File: src/rtl/alu_display_pkg.sv
// Shared definitions for the ALU input front end: switch codes for input_sel,
// display line indices, and the 5-character ASCII line names.
package alu_display_pkg;

  // input_sel switch codes.
  typedef enum logic [1:0] {
    SEL_CONTROL = 2'b00,
    SEL_COMMIT  = 2'b01,
    SEL_SRC1    = 2'b10,
    SEL_SRC2    = 2'b11
  } sel_t;

  // Display line indices polled by lcd_module.
  localparam logic [5:0] LINE_SRC1      = 6'd1;
  localparam logic [5:0] LINE_SRC2      = 6'd2;
  localparam logic [5:0] LINE_CONTROL   = 6'd3;
  localparam logic [5:0] LINE_RESULT    = 6'd4;
  localparam logic [5:0] LINE_COUNT     = 6'd5;
  localparam logic [5:0] HIST_LINE_BASE = 6'd6;

  // Line names, first character in the most significant byte.
  localparam logic [39:0] NAME_SRC1       = "SRC_1";
  localparam logic [39:0] NAME_SRC2       = "SRC_2";
  localparam logic [39:0] NAME_CONTROL    = "CONTR";
  localparam logic [39:0] NAME_RESULT     = "RESUL";
  localparam logic [39:0] NAME_COUNT      = "COUNT";
  localparam logic [31:0] NAME_HIS_PREFIX = "HIS_";

  // One display line as it is presented to lcd_module.
  typedef struct packed {
    logic        valid;
    logic [39:0] name;
    logic [31:0] value;
  } line_t;

  localparam line_t LINE_NONE = '{valid: 1'b0, name: 40'd0, value: 32'd0};

  // ASCII character for a history slot number (0-9, then A-F).
  function automatic logic [7:0] hex_char(input logic [3:0] k);
    return (k < 4'd10) ? (8'h30 + {4'h0, k}) : (8'h37 + {4'h0, k});
  endfunction

endpackage

File: src/rtl/alu_input_frontend_if.sv
// Bus between lcd_module / ALU and the input front end. The slave modport is
// the front end's view, the master modport is the environment driving it.
interface alu_input_frontend_if;

  logic [1:0]  input_sel;
  logic        input_valid;
  logic [31:0] input_value;
  logic [31:0] alu_result;
  logic [5:0]  display_number;
  logic [3:0]  alu_control;
  logic [31:0] alu_src1;
  logic [31:0] alu_src2;
  logic        display_valid;
  logic [39:0] display_name;
  logic [31:0] display_value;

  modport slave (
    input  input_sel, input_valid, input_value, alu_result, display_number,
    output alu_control, alu_src1, alu_src2,
           display_valid, display_name, display_value
  );

  modport master (
    output input_sel, input_valid, input_value, alu_result, display_number,
    input  alu_control, alu_src1, alu_src2,
           display_valid, display_name, display_value
  );

endinterface

File: src/rtl/alu_input_frontend_sel_debouncer.sv
// Two-flop synchroniser followed by a stability counter. The stable output
// only moves once the synchronised value has differed from it for CYCLES
// consecutive clocks; any return to the stable value restarts the count.
module sel_debouncer #(
  parameter int WIDTH  = 2,
  parameter int CYCLES = 10000
) (
  input  logic             clk,
  input  logic             reset,
  input  logic [WIDTH-1:0] raw,
  output logic [WIDTH-1:0] stable
);

  localparam int CNT_W = (CYCLES > 1) ? $clog2(CYCLES) : 1;
  localparam logic [CNT_W-1:0] LAST = CNT_W'(CYCLES - 1);

  logic [WIDTH-1:0] sync_q1;
  logic [WIDTH-1:0] sync_q2;
  logic [CNT_W-1:0] count;

  // Bring the asynchronous switches into the clock domain.
  // NOTE: non-blocking assignments make sync_q2 take the old sync_q1, giving
  // two real flops; blocking here would collapse the chain into one stage.
  always_ff @(posedge clk) begin
    if (reset) begin
      sync_q1 <= '0;
      sync_q2 <= '0;
    end else begin
      sync_q1 <= raw;
      sync_q2 <= sync_q1;
    end
  end

  // Accept a new value only after it has held for CYCLES clocks.
  always_ff @(posedge clk) begin
    if (reset) begin
      stable <= '0;
      count  <= '0;
    end else if (sync_q2 == stable) begin
      count <= '0;
    end else if (count == LAST) begin
      stable <= sync_q2;
      count  <= '0;
    end else begin
      count <= count + CNT_W'(1);
    end
  end

endmodule

File: src/rtl/alu_input_frontend.sv
// ALU input front end: takes lcd_module touch entries steered by the debounced
// input_sel switches into the ALU operand/control registers, counts commits,
// and answers the display_number poll with a registered name/value line.
// Build option: define ALU_HISTORY_EN to add a ring buffer of committed ALU
// results, shown on lines 6..5+HIST_DEPTH (newest first).
module alu_input_frontend
  import alu_display_pkg::*;
#(
  parameter int DEBOUNCE_CYCLES = 10000,
  parameter int HIST_DEPTH      = 8,
  parameter int COUNT_W         = 16
) (
  input  logic                 clk,
  input  logic                 reset,
  alu_input_frontend_if.slave  bus
);

  localparam logic [COUNT_W-1:0] COUNT_MAX = '1;

  if (HIST_DEPTH < 2 || HIST_DEPTH > 16 || (HIST_DEPTH & (HIST_DEPTH - 1)) != 0) begin : g_bad_depth
    $error("HIST_DEPTH must be a power of two between 2 and 16");
  end
  if (COUNT_W < 1 || COUNT_W > 32) begin : g_bad_count_w
    $error("COUNT_W must be between 1 and 32");
  end

  logic [1:0]         sel_bits;
  sel_t               sel_stable;
  logic               iv_d;
  logic               load;
  logic               commit;
  logic [3:0]         control_q;
  logic [31:0]        src1_q;
  logic [31:0]        src2_q;
  logic [COUNT_W-1:0] commit_count;
  line_t              line_next;
  line_t              line_q;

  sel_debouncer #(
    .WIDTH  (2),
    .CYCLES (DEBOUNCE_CYCLES)
  ) u_sel_debouncer (
    .clk    (clk),
    .reset  (reset),
    .raw    (bus.input_sel),
    .stable (sel_bits)
  );

  assign sel_stable = sel_t'(sel_bits);

  // Rising edge of the strobe. iv_d comes out of reset high so a strobe that
  // is already high when reset drops is not mistaken for a new entry.
  assign load   = bus.input_valid & ~iv_d;
  assign commit = load && (sel_stable == SEL_COMMIT);

  // Delay the strobe by one clock for edge detection.
  always_ff @(posedge clk) begin
    if (reset) iv_d <= 1'b1;
    else       iv_d <= bus.input_valid;
  end

  // Steer an entered value into the register selected by the switches.
  always_ff @(posedge clk) begin
    if (reset) begin
      control_q <= '0;
      src1_q    <= '0;
      src2_q    <= '0;
    end else if (load) begin
      case (sel_stable)
        SEL_CONTROL: control_q <= bus.input_value[3:0];
        SEL_SRC1:    src1_q    <= bus.input_value;
        SEL_SRC2:    src2_q    <= bus.input_value;
        default:     ;
      endcase
    end
  end

  // Count commits, holding at the maximum instead of wrapping.
  always_ff @(posedge clk) begin
    if (reset)                                commit_count <= '0;
    else if (commit && commit_count != COUNT_MAX) commit_count <= commit_count + COUNT_W'(1);
  end

  assign bus.alu_control = control_q;
  assign bus.alu_src1    = src1_q;
  assign bus.alu_src2    = src2_q;

`ifdef ALU_HISTORY_EN
  localparam int PTR_W  = $clog2(HIST_DEPTH);
  localparam int FILL_W = $clog2(HIST_DEPTH + 1);
  localparam logic [FILL_W-1:0] FILL_MAX = FILL_W'(HIST_DEPTH);

  logic [31:0]       hist [HIST_DEPTH];
  logic [PTR_W-1:0]  wr_ptr;
  logic [FILL_W-1:0] fill;
  logic [5:0]        hist_k;
  logic [PTR_W-1:0]  rd_idx;
  logic              hist_hit;

  // Capture the ALU result on each commit.
  // NOTE: the ring storage has no reset; fill says which slots hold real
  // results, so the array can map onto plain RAM without a clear port.
  always_ff @(posedge clk) begin
    if (commit) hist[wr_ptr] <= bus.alu_result;
  end

  // Advance the write pointer and grow the fill level up to the depth.
  always_ff @(posedge clk) begin
    if (reset) begin
      wr_ptr <= '0;
      fill   <= '0;
    end else if (commit) begin
      wr_ptr <= wr_ptr + PTR_W'(1);
      if (fill != FILL_MAX) fill <= fill + FILL_W'(1);
    end
  end

  // Slot k counts back from the newest entry, which sits just below wr_ptr.
  assign hist_k   = bus.display_number - HIST_LINE_BASE;
  assign rd_idx   = wr_ptr - PTR_W'(1) - hist_k[PTR_W-1:0];
  assign hist_hit = (bus.display_number >= HIST_LINE_BASE) &&
                    (hist_k < 6'(HIST_DEPTH)) &&
                    (hist_k < 6'(fill));
`endif

  // Select the line for the polled index; unknown or empty lines read as zero.
  // NOTE: line_next gets its default before the case so that every path
  // assigns it and no latch is inferred.
  always_comb begin
    line_next = LINE_NONE;
    case (bus.display_number)
      LINE_SRC1:    line_next = '{1'b1, NAME_SRC1,    src1_q};
      LINE_SRC2:    line_next = '{1'b1, NAME_SRC2,    src2_q};
      LINE_CONTROL: line_next = '{1'b1, NAME_CONTROL, {28'd0, control_q}};
      LINE_RESULT:  line_next = '{1'b1, NAME_RESULT,  bus.alu_result};
      LINE_COUNT:   line_next = '{1'b1, NAME_COUNT,   32'(commit_count)};
      default: begin
`ifdef ALU_HISTORY_EN
        if (hist_hit) begin
          line_next = '{1'b1, {NAME_HIS_PREFIX, hex_char(hist_k[3:0])}, hist[rd_idx]};
        end
`endif
      end
    endcase
  end

  // Register the display line; it reads state from before any same-cycle commit.
  always_ff @(posedge clk) begin
    if (reset) line_q <= LINE_NONE;
    else       line_q <= line_next;
  end

  assign bus.display_valid = line_q.valid;
  assign bus.display_name  = line_q.name;
  assign bus.display_value = line_q.value;

endmodule
File: src/flat_wrapper.sv
// flat-port wrapper written by rule: the top's interface ports become plain ports
module alu_input_frontend_flat import alu_display_pkg::*;
#(
  parameter int DEBOUNCE_CYCLES = 10000,
  parameter int HIST_DEPTH      = 8,
  parameter int COUNT_W         = 16
)
  (clk, reset, bus_input_sel, bus_input_valid, bus_input_value, bus_alu_result, bus_display_number, bus_alu_control, bus_alu_src1, bus_alu_src2, bus_display_valid, bus_display_name, bus_display_value);
  alu_input_frontend_if bus_i ();
  input  logic clk;
  input  logic reset;
  input wire logic [$bits(bus_i.input_sel)-1:0] bus_input_sel;
  input wire logic [$bits(bus_i.input_valid)-1:0] bus_input_valid;
  input wire logic [$bits(bus_i.input_value)-1:0] bus_input_value;
  input wire logic [$bits(bus_i.alu_result)-1:0] bus_alu_result;
  input wire logic [$bits(bus_i.display_number)-1:0] bus_display_number;
  output wire logic [$bits(bus_i.alu_control)-1:0] bus_alu_control;
  output wire logic [$bits(bus_i.alu_src1)-1:0] bus_alu_src1;
  output wire logic [$bits(bus_i.alu_src2)-1:0] bus_alu_src2;
  output wire logic [$bits(bus_i.display_valid)-1:0] bus_display_valid;
  output wire logic [$bits(bus_i.display_name)-1:0] bus_display_name;
  output wire logic [$bits(bus_i.display_value)-1:0] bus_display_value;
  assign bus_i.input_sel = bus_input_sel;
  assign bus_i.input_valid = bus_input_valid;
  assign bus_i.input_value = bus_input_value;
  assign bus_i.alu_result = bus_alu_result;
  assign bus_i.display_number = bus_display_number;
  assign bus_alu_control = bus_i.alu_control;
  assign bus_alu_src1 = bus_i.alu_src1;
  assign bus_alu_src2 = bus_i.alu_src2;
  assign bus_display_valid = bus_i.display_valid;
  assign bus_display_name = bus_i.display_name;
  assign bus_display_value = bus_i.display_value;
  alu_input_frontend #(.DEBOUNCE_CYCLES(DEBOUNCE_CYCLES), .HIST_DEPTH(HIST_DEPTH), .COUNT_W(COUNT_W)) u_core (.clk(clk), .reset(reset), .bus(bus_i));
endmodule
File: config.mk
export PLATFORM = sky130hd
export DESIGN_NAME = alu_input_frontend_flat
export DESIGN_NICKNAME = d
export VERILOG_FILES = /design/src/rtl/alu_display_pkg.sv /design/src/rtl/alu_input_frontend_if.sv /design/src/rtl/alu_input_frontend_sel_debouncer.sv /design/src/rtl/alu_input_frontend.sv /design/src/flat_wrapper.sv
export SDC_FILE = /design/constraint.sdc
export NUM_CORES = 1
export LEC_CHECK = 0
export CAP_MARGIN = 0
export CORE_MARGIN = 5
export CORE_UTILIZATION = 30
export CTS_CLUSTER_DIAMETER = 120
export DETAILED_ROUTE_END_ITERATION = 6
export DONT_BUFFER_PORTS = 1
export GPL_TIMING_DRIVEN = 0
export SYNTH_ARGS = -nofsm -noshare
export SYNTH_HDL_FRONTEND = slang
export SYNTH_SLANG_ARGS = --single-unit
File: constraint.sdc
create_clock -name clk -period 4.2 [get_ports clk]
set_input_delay 0.63 -clock clk [delete_from_list [all_inputs] [get_ports clk]]
set_output_delay 0.63 -clock clk [all_outputs]
set_load 0.02 [all_outputs]
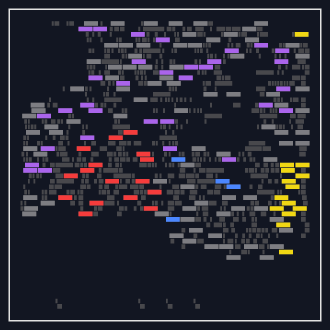
*Where the registers sit, run 1*
Drawn at 2 px/um. Other sequential cells in the stronger gray, the rest of the logic in the fainter gray.
yellow -> `u_core.bus.display_name`  # flops 14, where right middle
blue -> `u_core.bus.alu_control`  # flops 4, where middle
red -> `u_core.commit_count`  # flops 16
purple -> `u_core.bus.alu_src1`  # flops 32
not colored = 85
sequential share of cell area: 41.6%
FF+latch area: 3020 um^2
sequential power: 1.45 mW
final core occ: 34.7%

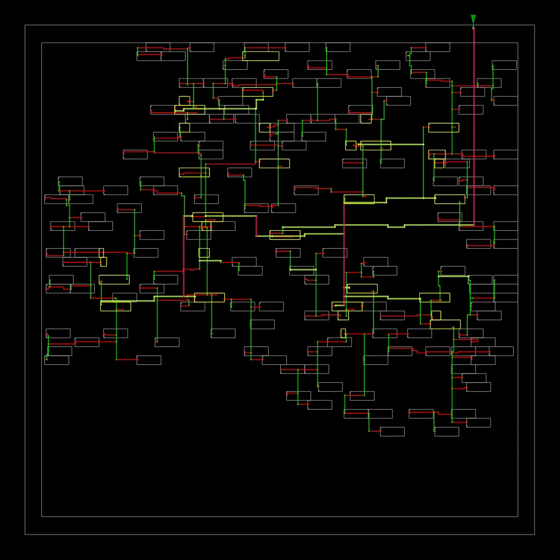
*The clock network, run 1*
clk pwr: 1.47 mW
Worst-Skew Late Latency: 0.42 ns
# clock sinks: 151

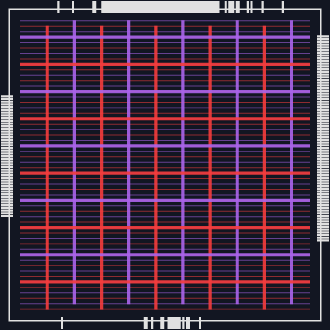
*Power grid, run 1*
Drawn at 2 px/um. Pins as bars on the die edge.
purple -> VDD
red -> VSS
met5 straps = 10
rows = 53
worst ir drop on vdd: 235 uV
chip height: 155 um
die width: 155 um

==> impl_metrics.toml, run 1 <==
# synthesis and place-and-route metrics
[outcome]
status = "finished, final reports clean"

[power_and_ir_drop]
p_sw_mw = 0.706
power.density_nw_per_um2 = 416
leakage_nw = 2.36
power_leader = "clock"
pwr-share-seq_pct = 47.9
power_mw = 3.02
p_clk_share_pct = 48.8
p_sw_share_pct = 23.4

[clocking]
cts_buffers = 17
cts_tree = "built"
clk_path_buf_depth = 2
cts_max_level = 4
cts.clk_slew.worst_paths_ns = 0.07
hold_buffers = 0
ctsResizeCount = 0

[synthesis]
simple_gate_share_pct = 21.2
yosysUniqueCellTypes = 50
synth-edff-count = 0
ys_sh_mux_pct = 4.54
yosys_cells = 717
ys_sh_xor_pct = 1.80
ys.flops = 151
top_logic_kind = "simple AND/OR/NAND/NOR gates"
async_reset_ff_share_pct = 0
topCellsByArea = "dfxtp_1, nand2_1, a21oi_1"
netlist.area_leader.share_pct = 47.9
ys_sh_adder_pct = 0.397
aoi_share_pct = 16.7
ys_seq_share_pct = 47.9
ys_area_um2 = 6310
ff_type = "dfxtp_1"
syn_area_per_cell_um2 = 8.80
ys_warn_count = 0

[drt]
wl_per_cell_um = 19.7
post-route-drc-count = 0
postRouteWirelength_mm = 20.4
vias_per_cell = 5.01
dr.pass1.iters = 5
vias = 5183
ant_nets = 0
drt_iter0_markers = 339

[worst_setup_path]
crit_fanout = 10
cp-start-kind = "register"
reg2reg_depth = 7
r2r-end = "u_core.commit_count[15]$_SDFFE_PP0P_"
crit_slowest_cell = "nor4_4"
path_cells = "ha_1 > nand4_2 > nor4_4 > buf_6 > buf_8 > nor2_2 > a211oi_1"
r2r_setup_slack_ns = 2.08
crit_end = "u_core.commit_count[15]$_SDFFE_PP0P_"
worstPathArrival_ns = 2.45
r2r-start = "u_core.commit_count[0]$_SDFFE_PP0P_"
path_class = "register to register"
path_delay_family = "simple AND/OR/NAND/NOR gates"
slowest_delay_ns = 0.55

[grt]
grt_usage_pct = 16.3
met2_usage_pct = 25.4
grt_pass1_wl_mm = 29.9
antenna_found_initial = 6
grt_pass1_vias = 4899
globalRouteMet3Util_pct = 7.62
met1_usage_pct = 19.8
grt_max_degree = 17

[final_timing]
finalSetupTns_ns = 0
holdWs_ns = 0.314
rsz0062_at_grt = "false"
slew_violations = 0
fmax_ghz = 0.471
hold_violations = 0
finalClockPeriodUsage_pct = 50.6
period_needed_ns = 2.12
timing.slew.headroom_pct = 45.6
setup_violations = 0

[finish]
nFillCells = 2173
logic_area_um2 = 2860
finalNonFillerCells = 1035

[die]
ioPinCount = 216
core_um2 = 20900
dieArea_um2 = 24000
row_count = 53

[job]
warning_count = 26
max-cap-violations = 0

[placed_design]
place_hpwl_mm = 15.2
dp.cells = 1002
gp_congestion = 0.833
run 1: cell usage after synthesis, types with 2 or more instances:
cell type,n
buf_4,29
dfxtp_1,151
a21oi_1,102
o22a_1,4
nor4b_4,2
o21ai_0,5
nor2b_1,6
a31oi_1,6
ha_1,2
or3_1,4
o31ai_1,8
and4_1,5
xnor2_1,7
clkbuf_1,32
nor2_1,27
nand4_1,9
nor4_1,2
buf_2,8
nor3_1,5
a21oi_2,10
a211oi_1,2
mux2_2,13
and3_1,7
nand2b_1,2
a22oi_2,10
xor2_1,6
or2_2,2
nor3b_2,2
nand2_1,167
nand3_1,15
inv_1,4
a22oi_1,18
mux2i_1,14
nand3b_1,4
or4_1,8
buf_6,5
run 1: state kept, by name (all words and copies together), names as in the netlist, 2 cells and up:
name,cells
u_core.u_sel_debouncer.sync_q1,2
u_core.bus.display_value,32
u_core.commit_count,16
u_core.bus.alu_src1,32
u_core.bus.alu_src2,32
u_core.bus.display_name,14
u_core.bus.alu_control,4
u_core.u_sel_debouncer.count,14
u_core.u_sel_debouncer.sync_q2,2
u_core.u_sel_debouncer.stable,2
run 1: placed cells by master (no fill, tap or decap), types with 5 or more instances in the layout:
cell type / instances
clkbuf_1: 34
xor2_1: 6
nand4_1: 9
a22oi_2: 10
buf_4: 29
a21oi_2: 10
clkbuf_16: 17
nand2_1: 167
and3_1: 7
nand3_1: 15
buf_6: 5
nor3_1: 5
mux2i_1: 14
nor2_1: 27
or4_1: 8
and4_1: 5
nor2b_1: 6
o21ai_0: 5
a21oi_1: 102
conb_1: 11
a22oi_1: 18
xnor2_1: 7
mux2_2: 13
a31oi_1: 6
o31ai_1: 8
buf_2: 8
dfxtp_1: 151
run 1: worst min path at each step:
stage	start	end	slack, ns	cells after the start
2_1_floorplan	u_core.u_sel_debouncer.sync_q1[0]$_SDFF_PP0_	u_core.u_sel_debouncer.sync_q2[0]$_SDFF_PP0_	0.41	1
3_3_place_gp	u_core.u_sel_debouncer.sync_q1[1]$_SDFF_PP0_	u_core.u_sel_debouncer.sync_q2[1]$_SDFF_PP0_	0.42	1
3_5_place_dp	u_core.u_sel_debouncer.sync_q1[1]$_SDFF_PP0_	u_core.u_sel_debouncer.sync_q2[1]$_SDFF_PP0_	0.43	1
4_1_cts	bus_input_valid	u_core.iv_d$_SDFF_PP1_	0.30	1
5_1_grt	bus_input_valid	u_core.iv_d$_SDFF_PP1_	0.29	1
6_report	bus_input_valid	u_core.iv_d$_SDFF_PP1_	0.31	1
run 1: layer usage:
metal	part of all wire (%)	routed length [um]	up-vias
li1	-	-	2507
met1	41	8280	2413
met2	46	9420	222
met3	11	2220	33
met4	2.1	422	8
met5	0.27	55	-
run 1: cell type report:
cell class	instances	share of cell area [%]
inverters	4	0.207
flip-flops and latches	151	41.6
diodes	1	0.0345
multi-input cells	497	39.4
plain buffers	75	6.19
well taps	275	4.74
clock inverters	12	1.64
clock buffers	20	6.15
run 1: stage by stage:
stage	worst slack (ns)	area (um^2)
floorplan	2.27	6350
global placement	1.73	6690
detailed placement	1.74	6690
CTS	2.06	7260
global route	1.91	7260
finish	2.08	7260
--- run 2 (diff from run 1) ---
clock period = 1.9 ns   (was 4.2 ns; I/O delays follow)
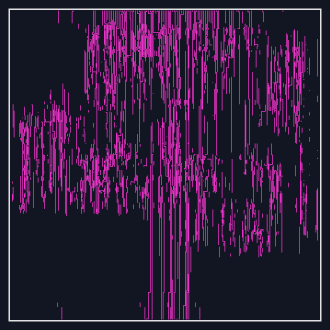
*The metal 2 layer, run 2*
Drawn at 2 px/um.
main direction = vertical
wire length on this layer = 9770 um
longest straight run = 82.5 um
nets with wire on the layer = 700
share of all routed wire = 47%
WL final: 21.0 mm
Vias: 5391
M2 GR Usage: 26.4%

==> impl_metrics.toml, run 2 <==
# synthesis and place-and-route metrics
[outcome]
status = "finished, final reports clean"

[clocking]
clk_path_buf_depth = 2
insertion_delay_ns = 0.42
cts_sinks = 151
clockRootBuffer = "clkbuf_16"
cts_buffers = 17
cts_tree = "built"
cts_max_level = 4
cts.clk_slew.worst_paths_ns = 0.07

[final_timing]
hold_violations = 0
worst_pin_slew_ns = 0.837
timing.slew.headroom_pct = 44.0
finalClockPeriodUsage_pct = 95.5
period_needed_ns = 1.81
slew_violations = 0
fmax_ghz = 0.551
rsz0062_at_grt = "false"
holdWs_ns = 0.0135
setup_violations = 0
skew_ns = 0.00972

[die]
row_count = 53
dieArea_um2 = 24000
die_h_um = 155
ioPinCount = 216
initial_core_util_pct = 30.2
dieWidth_um = 155
core_um2 = 20900

[worst_setup_path]
r2r_setup_slack_ns = 0.09
reg2reg_depth = 6
path_class = "register to register"
crit_path_end_kind = "register"
required_ns = 2.26
worstPathArrival_ns = 2.17
r2r-start = "u_core.u_sel_debouncer.stable[0]$_SDFFE_PP0P_"
r2r-end = "u_core.commit_count[9]$_SDFFE_PP0P_"
crit_fanout = 9
crit_end = "u_core.commit_count[9]$_SDFFE_PP0P_"
cp-start-kind = "register"
crit_path_start = "u_core.u_sel_debouncer.stable[0]$_SDFFE_PP0P_"

[synthesis]
ff_type = "dfxtp_1"
syn_inst = 717
synth.most_common_cell = "nand2_1"
yosys_cells = 717
synth.largest_area_cell = "dfxtp_1"
topCellsByArea = "dfxtp_1, nand2_1, a21oi_1"
ys_area_um2 = 6310
yosysUniqueCellTypes = 50
synth_area_um2 = 6310
ys_warn_count = 0
synth-edff-count = 0
synthTopCellsByCount = "nand2_1, dfxtp_1, a21oi_1"
ys_seq_share_pct = 47.9
ys.flops = 151
async_reset_ff_share_pct = 0
syn_area_per_cell_um2 = 8.80
netlist.area_leader.share_pct = 47.9

[grt]
grt-ovfl-total = 0
grt_max_degree = 17
grt_usage_pct = 16.7
antenna_found_initial = 5
grt_pass1_wl_mm = 30.7
grt_pass1_vias = 5136

[drt]
dr.pass1.iters = 5
post-route-drc-count = 0
drt_iter0_markers = 291
ant_nets = 0
wl_per_cell_um = 19.6
vias_per_cell = 5.03

[power_and_ir_drop]
leakage_nw = 2.54
power.density_nw_per_um2 = 883
peakVddDrop_uv = 527
power_mw = 6.76

[finish]
finalNonFillerCells = 1072
fin_nets = 860
fin_area_um2 = 7660
syn_to_final_growth_pct = 21.4
final_cell_mix = "nand2_1, dfxtp_1, a21oi_1"
layout_top_cell = "nand2_1"
drive_above_1_share_pct = 16.5
final_util_pct = 36.7

[placed_design]
place_hpwl_mm = 15.2
gp_congestion = 0.833
placed_area_um2 = 6690
io_buffers = 0
dp.cells = 1002

[job]
max-cap-violations = 0
warning_count = 26

[hold_path]
min-delay-path-class = "input port to register"
-- run 2: netlist changes by cell type in the layout (fill, tap and decap cells not counted) --
cell,before,now
dfxtp_1,151,150
and4bb_2,1,0
nand3_1,15,14
clkbuf_2,0,6
buf_4,29,31
dfxtp_2,0,1
nand4bb_2,0,1
nand3_2,0,1
dlygate4sd3_1,0,35
clkbuf_1,34,28
nand4bb_1,1,0
and4bb_4,0,1
nor4_2,0,2
nor4_1,2,0
-- run 2: layer usage --
layer | wire length [um] | share of wire [%] | global-route usage (%)
met5 | 55 | 0.26 | 0
met4 | 497 | 2.4 | 5.80
met3 | 2140 | 10 | 7.65
met2 | 9770 | 47 | 26.4
met1 | 8520 | 41 | 20.0
-- run 2: through the flow --
step	TNS, ns	setup slack (ns)
global placement	-4.20	-0.225
CTS	0	0.00108
detailed placement	-4.75	-0.217
global route	0	0.00103
floorplan	0	0.171
finish	0	0.0857
-- run 2: layout make-up --
class / count / area [um^2]
tap: 275 / 344
fill: 2145 / 13200
clock inverter: 12 / 119
sequential: 151 / 3020
inverter: 4 / 15.0
antenna: 1 / 2.50
multi-input combinational: 497 / 2890
timing repair buffer: 37 / 365
buffer: 75 / 457
clock buffer: 20 / 447
-- run 2: timing repair --
action,CTS,global route
gates resized,0,18
setup endpoints to repair,11,33
buffers inserted,1,1
hold endpoints to repair,65,0
hold buffers,35,0
pin swaps,1,1
-- run 2: worst min-delay path by stage --
stage / start / cells past startpoint / to
after detailed placement: bus_input_valid / 1 / u_core.iv_d$_SDFF_PP1_
after CTS: bus_input_value[0] / 2 / u_core.bus.alu_control[0]$_SDFFE_PP0P_
final: bus_input_value[3] / 2 / u_core.bus.alu_src1[3]$_SDFFE_PP0P_
after global placement: bus_input_valid / 1 / u_core.iv_d$_SDFF_PP1_
after floorplan: bus_input_valid / 1 / u_core.iv_d$_SDFF_PP1_
after global routing: bus_input_value[16] / 2 / u_core.bus.alu_src2[16]$_SDFFE_PP0P_
-- run 2: critical path, stage by stage (launching register included) --
cell,delay (ns)
dfxtp_1,0.30
buf_2,0.19
and4bb_4,0.32
nand4_1,0.26
buf_4,0.24
or3_1,0.30
a21oi_1,0.14
-- run 2: power by group --
| part | switching, mW | internal, mW | total, mW | leakage (nW) |
|---|---|---|---|---|
| clock network | 1.42 | 1.85 | 3.27 | 0.268 |
| logic | 0.163 | 0.126 | 0.289 | 1.06 |
| registers | 0.0198 | 3.18 | 3.20 | 1.22 |
| total | 1.60 | 5.16 | 6.76 | 2.54 |
-- run 2: logic make-up after synthesis --
| family | count (synthesis) | synth area share (%) |
|---|---|---|
| compound gates | 168 | 16.7 |
| xor+xnor | 13 | 1.80 |
| fa+ha+maj | 2 | 0.397 |
| buf+inv | 79 | 7.36 |
| flops | 151 | 47.9 |
| mux | 27 | 4.54 |
| other cells | 1 | 0.0594 |
| simple gates | 276 | 21.2 |
--- run 3 (diff from run 2) ---
==> constraint.sdc (replaced) <==
create_clock -name clk -period 1.9 [get_ports clk]
set_input_delay 0.285 -clock clk [delete_from_list [all_inputs] [get_ports clk]]
set_output_delay 0.285 -clock clk [all_outputs]
set_load 0.1 [all_outputs]
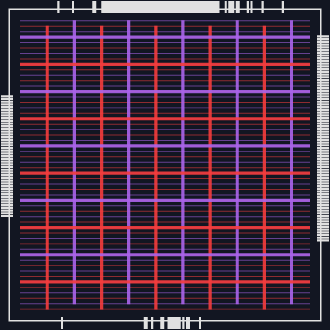
*Power grid, run 3*
Drawn at 2 px/um. Pins as bars on the die edge.
purple -> VDD
red -> VSS
signal pins = 216
met5 straps = 10
rows = 53
met4 straps = 10
total core area: 20900 um^2
worst ir drop on vdd: 526 uV

==> impl_metrics.toml, run 3 <==
# synthesis and place-and-route metrics
[placed_design]
place_hpwl_mm = 15.2
gp_congestion = 0.833
io_buffers = 0

[finish]
nFillCells = 2139
final_cell_mix = "nand2_1, dfxtp_1, a21oi_1"
final_util_pct = 36.7
logic_area_um2 = 2890
fin_nets = 860
drive_above_1_share_pct = 17.6
seqCellArea_um2 = 3040
layout_top_cell = "nand2_1"
syn_to_final_growth_pct = 21.6

[power_and_ir_drop]
leakage_nw = 2.55
power.density_nw_per_um2 = 901
power_mw = 6.91

[worst_setup_path]
slowest_delay_ns = 0.72
crit_path_end_kind = "output port"
path_buffers = 1
path_cells = "buf_4"
crit_fanout = 7
worstPathArrival_ns = 1.55
required_ns = 1.62
path_class = "register to output port"
crit_slowest_cell = "dfxtp_2"
cp_num_cells = 1
cp-start-kind = "register"
reg2reg_depth = 6
r2r_setup_slack_ns = 0.08
path_delay_family = "flip-flops"

[outcome]
status = "finished, final reports clean"

[final_timing]
rsz0062_at_grt = "false"
slew_violations = 0
finalClockPeriodUsage_pct = 96.6
skew_ns = 0.0103
period_needed_ns = 1.84
setup_violations = 0
fmax_ghz = 0.545
worst_pin_slew_ns = 1.10
hold_violations = 0
timing.slew.headroom_pct = 26.4

[synthesis]
yosys_cells = 717
synth.most_common_cell = "nand2_1"
synth-edff-count = 0
syn_inst = 717
ff_type = "dfxtp_1"
synth.largest_area_cell = "dfxtp_1"
syn_area_per_cell_um2 = 8.80
netlist.area_leader.share_pct = 47.9
synth_area_um2 = 6310
async_reset_ff_share_pct = 0
ys_area_um2 = 6310
synthTopCellsByCount = "nand2_1, dfxtp_1, a21oi_1"
ys_seq_share_pct = 47.9
topCellsByArea = "dfxtp_1, nand2_1, a21oi_1"
yosysUniqueCellTypes = 50
ys.flops = 151
ys_warn_count = 0

[drt]
vias_per_cell = 5.02
post-route-drc-count = 0
vias = 5382
ant_nets = 0
drt_iter0_markers = 319
dr.pass1.iters = 5
postRouteWirelength_mm = 21.0
wl_per_cell_um = 19.6

[die]
row_count = 53
die_h_um = 155
ioPinCount = 216
dieWidth_um = 155
dieArea_um2 = 24000
initial_core_util_pct = 30.2

[clocking]
cts_max_level = 4
clockRootBuffer = "clkbuf_16"
cts_buffers = 17
cts_sinks = 151
cts_tree = "built"
cts.clk_slew.worst_paths_ns = 0.07
insertion_delay_ns = 0.42
clk_path_buf_depth = 2

[grt]
grt-ovfl-total = 0
antenna_found_initial = 5
grt_max_degree = 17
grt_pass1_vias = 5136
grt_usage_pct = 16.7
grt_pass1_wl_mm = 30.7

[job]
max-cap-violations = 0
warning_count = 26

[hold_path]
min-delay-path-class = "input port to register"
hold_depth = 2
==> run 3: cell counts after synthesis <==
Identical to the previous run, type by type.
==> run 3: path summary, 6_finish.rpt <==
check | end | start
worst max-delay path | bus_display_name[14] | u_core.bus.display_name[33]$_SDFF_PP0_
worst min-delay path | u_core.bus.alu_src1[3]$_SDFFE_PP0P_ | bus_input_value[3]
worst max register to register | u_core.commit_count[9]$_SDFFE_PP0P_ | u_core.u_sel_debouncer.stable[0]$_SDFFE_PP0P_
worst min register to register | u_core.u_sel_debouncer.sync_q2[0]$_SDFF_PP0_ | u_core.u_sel_debouncer.sync_q1[0]$_SDFF_PP0_
==> run 3: per-stage QoR <==
stage	hold slack [ns]	area, um^2	cells	setup slack [ns]	setup TNS [ns]
2_1_floorplan	0.392	6350	727	0.169	0
3_3_place_gp	0.393	6690	1002	-0.225	-4.80
3_5_place_dp	0.395	6690	1002	-0.239	-5.36
4_1_cts	0.000910	7620	1070	0.00108	0
5_1_grt	0.00641	7670	1072	0.00103	0
6_report	0.0144	7670	1072	0.0641	0
==> run 3: cells by family (layout without fill, tap and decap cells) <==
kind of cell             Yosys count  count (layout)  share of synthesized area (%)
flip-flops                       151             151                           47.9
multiplexers                      27              27                           4.54
XOR/XNOR                          13              13                           1.80
other                              1              12                         0.0594
adder cells (fa/ha/maj)            2               2                          0.397
AND-OR/OR-AND                    168             168                           16.7
AND/OR/NAND/NOR                  276             276                           21.2
buffers and inverters             79             148                           7.36
==> run 3: repair_timing <==
action,4_1_cts,5_1_grt
hold buffers,35,0
setup buffers,1,1
hold endpoints to repair,65,0
pin swaps,1,1
resized,9,18
gates cloned,0,0
setup endpoints to repair,27,33
==> run 3: area by class of cell <==
class	instances	share of cell area (%)
sequential	151	39.6
tap	275	4.49
timing repair buffer	37	4.76
buffer	75	5.95
multi-input combinational	497	37.6
inverter	4	0.196
clock inverter	12	1.55
antenna	1	0.0326
clock buffer	20	5.82
==> run 3: where the power goes <==
group	switching [mW]	leakage (nW)	internal [mW]
Clock	1.42	0.268	1.85
Sequential	0.0617	1.22	3.18
Combinational	0.275	1.06	0.127
==> run 3: routing by layer <==
metal  vias to the layer above  part of all wire (%)  routed length, um  global-route usage [%]
li1                       2577                     -                  -                       -
met1                      2547                    41               8590                    20.0
met4                         8                   2.3                483                    5.80
met2                       215                    47               9760                    26.4
met5                         -                  0.26                 55                       0
met3                        35                   9.9               2070                    7.65
No activity file was given, so power comes from the tool's default toggle rates.
